<file path="src/rtl/qs_pkg.sv">
// qs_pkg: shared types for the quicksort engine stack and the SRAM signal-bundle macro.
`define LIBV_SPSRAM_SIGNALS(aw, dw) \
  logic ram_en; \
  logic ram_we; \
  logic [(aw)-1:0] ram_addr; \
  logic [(dw)-1:0] ram_din; \
  logic [(dw)-1:0] ram_dout;

package qs_pkg;
  typedef enum logic [1:0] {
    QS_PUSH = 2'd0,
    QS_POP  = 2'd1,
    QS_CLR  = 2'd2,
    QS_PEEK = 2'd3
  } qs_stk_op_t;
  localparam int QS_RSP_CTXW = 8;
  localparam int QS_RSP_W = 64;
  typedef struct packed {
    qs_stk_op_t op;
    logic [QS_RSP_CTXW-1:0] ctx;
    logic err;
    logic [QS_RSP_W-1:0] dat;
  } qs_stk_rsp_t;
endpackage

</file>
<file path="src/rtl/spsram.sv">
// spsram: single-port SRAM with optional asynchronous read data.
module spsram #(
    parameter int W = 32,
    parameter int N = 64,
    parameter int ASYNC_DOUT = 1
) (
    input  logic                 clk,
    input  logic                 en,
    input  logic                 we,
    input  logic [$clog2(N)-1:0] addr,
    input  logic [W-1:0]         din,
    output logic [W-1:0]         dout
);
    logic [W-1:0] mem [N];
    always_ff @(posedge clk)
        if (en & we) mem[addr] <= din;
    if (ASYNC_DOUT != 0) begin : g_async
        assign dout = mem[addr];
    end else begin : g_sync
        logic [W-1:0] q;
        always_ff @(posedge clk)
            if (en & ~we) q <= mem[addr];
        assign dout = q;
    end
endmodule

</file>
<file path="src/rtl/qs_mstack.sv">
// qs_mstack: multi-context LIFO with per-context top cache over one shared async-read SRAM.
module qs_mstack
    import qs_pkg::*;
#(
    parameter int W = 32,
    parameter int N = 16,
    parameter int NCTX = 4,
    localparam int CW = NCTX > 1 ? $clog2(NCTX) : 1
) (
    input  logic            clk,
    input  logic            rst,
    input  logic            cmd_vld,
    output logic            cmd_rdy,
    input  logic [1:0]      cmd_op,
    input  logic [CW-1:0]   cmd_ctx,
    input  logic [W-1:0]    cmd_dat,
    output logic            rsp_vld_r,
    input  logic            rsp_rdy,
    output logic [1:0]      rsp_op_r,
    output logic [CW-1:0]   rsp_ctx_r,
    output logic            rsp_err_r,
    output logic [W-1:0]    rsp_dat_r,
    output logic [NCTX-1:0] empty_r,
    output logic [NCTX-1:0] full_r
);
    localparam int DW = $clog2(N + 1);
    localparam int IW = $clog2(N);
    localparam int AW = $clog2(NCTX * N);

    `LIBV_SPSRAM_SIGNALS(AW, W)

    spsram #(.W(W), .N(NCTX * N), .ASYNC_DOUT(1)) u_ram (
        .clk  (clk),
        .en   (ram_en),
        .we   (ram_we),
        .addr (ram_addr),
        .din  (ram_din),
        .dout (ram_dout)
    );

    logic [DW-1:0] cnt [NCTX];
    logic [DW-1:0] nxt_cnt [NCTX];
    logic [W-1:0]  top [NCTX];
    qs_stk_op_t    op;
    logic          acc, is_empty, is_full, rd_op, err, refill;
    logic [DW-1:0] cc;
    logic [IW-1:0] idx;
    logic [W-1:0]  rdat;

    assign cmd_rdy = ~rsp_vld_r | rsp_rdy;

    always_comb begin
        op       = qs_stk_op_t'(cmd_op);
        acc      = cmd_vld & cmd_rdy;
        cc       = cnt[cmd_ctx];
        is_empty = cc == '0;
        is_full  = cc == DW'(N);
        rd_op    = op == QS_POP || op == QS_PEEK;
        err      = op == QS_PUSH ? is_full : rd_op & is_empty;
        refill   = op == QS_POP && cc >= DW'(2);
        rdat     = rd_op & ~is_empty ? top[cmd_ctx] : '0;
        idx      = IW'(op == QS_PUSH ? cc - DW'(1) : cc - DW'(2));
        ram_we   = op == QS_PUSH;
        ram_en   = acc & (op == QS_PUSH ? ~is_full & ~is_empty : refill);
        ram_addr = AW'({cmd_ctx, idx});
        ram_din  = top[cmd_ctx];
        nxt_cnt  = cnt;
        if (acc)
            nxt_cnt[cmd_ctx] = op == QS_CLR ? '0 :
                               (err || op == QS_PEEK) ? cc :
                               op == QS_PUSH ? cc + DW'(1) : cc - DW'(1);
    end

    always_ff @(posedge clk) begin
        if (rst) begin
            rsp_vld_r <= 1'b0;
            rsp_op_r  <= '0;
            rsp_ctx_r <= '0;
            rsp_err_r <= 1'b0;
            rsp_dat_r <= '0;
            for (int i = 0; i < NCTX; i++) cnt[i] <= '0;
            empty_r   <= '1;
            full_r    <= '0;
        end else begin
            if (acc) begin
                rsp_vld_r <= 1'b1;
                rsp_op_r  <= cmd_op;
                rsp_ctx_r <= cmd_ctx;
                rsp_err_r <= err;
                rsp_dat_r <= rdat;
            end else if (rsp_rdy) begin
                rsp_vld_r <= 1'b0;
            end
            for (int i = 0; i < NCTX; i++) begin
                cnt[i]     <= nxt_cnt[i];
                empty_r[i] <= nxt_cnt[i] == '0;
                full_r[i]  <= nxt_cnt[i] == DW'(N);
            end
        end
    end

    always_ff @(posedge clk)
        if (acc & ~err) begin
            if (op == QS_PUSH) top[cmd_ctx] <= cmd_dat;
            else if (refill) top[cmd_ctx] <= ram_dout;
        end
endmodule

</file>
<file path="config.mk">
export PLATFORM = sky130hd
export DESIGN_NAME = qs_mstack
export DESIGN_NICKNAME = d
export VERILOG_FILES = /design/src/rtl/qs_pkg.sv /design/src/rtl/spsram.sv /design/src/rtl/qs_mstack.sv
export SDC_FILE = /design/constraint.sdc
export NUM_CORES = 2
export LEC_CHECK = 0
export ABC_AREA = 0
export CAP_MARGIN = 5
export CORE_MARGIN = 3
export CORE_UTILIZATION = 35
export CTS_BUF_LIST = sky130_fd_sc_hd__clkbuf_8
export DETAILED_ROUTE_END_ITERATION = 7
export GPL_TIMING_DRIVEN = 0
export MAX_ROUTING_LAYER = met4
export PLACE_DENSITY = 0.48
export SETUP_SLACK_MARGIN = 0.2
export SLEW_MARGIN = 20
export SYNTH_ARGS = -nofsm -noshare
export SYNTH_HDL_FRONTEND = slang
export SYNTH_SLANG_ARGS = --single-unit
</file>
<file path="constraint.sdc">
create_clock -name clk -period 6.3 [get_ports clk]
set_clock_uncertainty 0.15 [all_clocks]
set_input_delay 1.575 -clock clk [delete_from_list [all_inputs] [get_ports clk]]
set_output_delay 1.575 -clock clk [all_outputs]
set_load 0.05 [all_outputs]
</file>
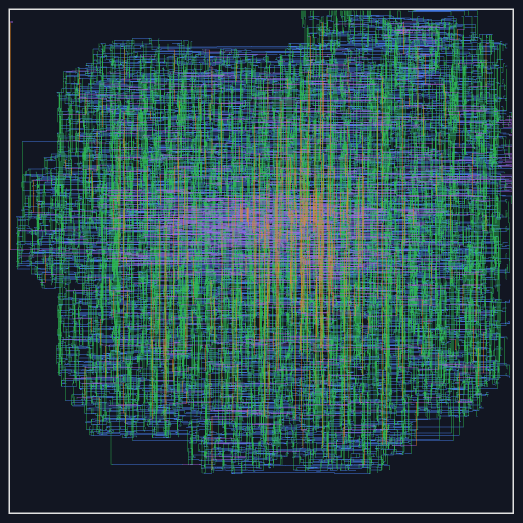
(images/wires.png)
(1 px per µm)
metal 4 -> orange  # wire length 14,100 µm
metal 3 -> purple  # wire length 30.7 mm
metal 2 -> green  # wire length 150 mm
metal 1 -> blue  # wire length 132 mm

==> run summary <==
Results of an implementation run.

The run finished, with violations left. The final reports fail on design-rule violations, negative setup slack. The DRC violation count after routing is 1. The area fraction in and, or, nand and nor cells after synthesis is 2.05%. When the netlist entered floorplanning its net count stood at 4,977. Once layout is complete, the utilization of the core stands at 42.3%. The post-synthesis cell count from yosys is 4,931. In the routed layout, each cell is associated on average with a via count of 5.67.

The post-layout minimum cycle time is 6.38 ns. Entering global routing, the biggest net connects 66 pins. The worst-case setup margin in the final layout is -0.0836 ns. The cell with the most instances after synthesis is sky130_fd_sc_hd__edfxtp_1. The number of setup violations in the final report is 4. The routed length on met1 is 132 mm. The detailed route wirelength on metal3 is 30.7 mm. The die boundary height is 503 µm. The worst-path maximum fanout is 10. The global route stage reports its total congestion overflow as 0. The top logic cell by instance count in the layout is sky130_fd_sc_hd__edfxtp_1. The number of buffers and inverters on the critical path is 4. According to the floorplan log, the row count is 181. The maximum VDD drop is 0.000157 V. The clock network accounts for 36.9% of the total power. Summing all placed instances gives a cell area of 0.0953 mm². The average cell area after synthesis is 17.5 µm².
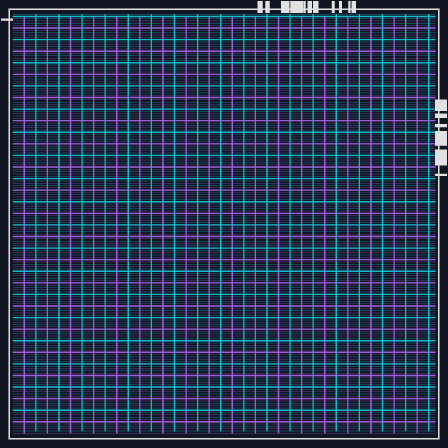
(images/power_grid.png)
Pins as bars on the die edge.
VDD -> cyan
VSS -> purple
met1 rails = 182
met4 straps = 36

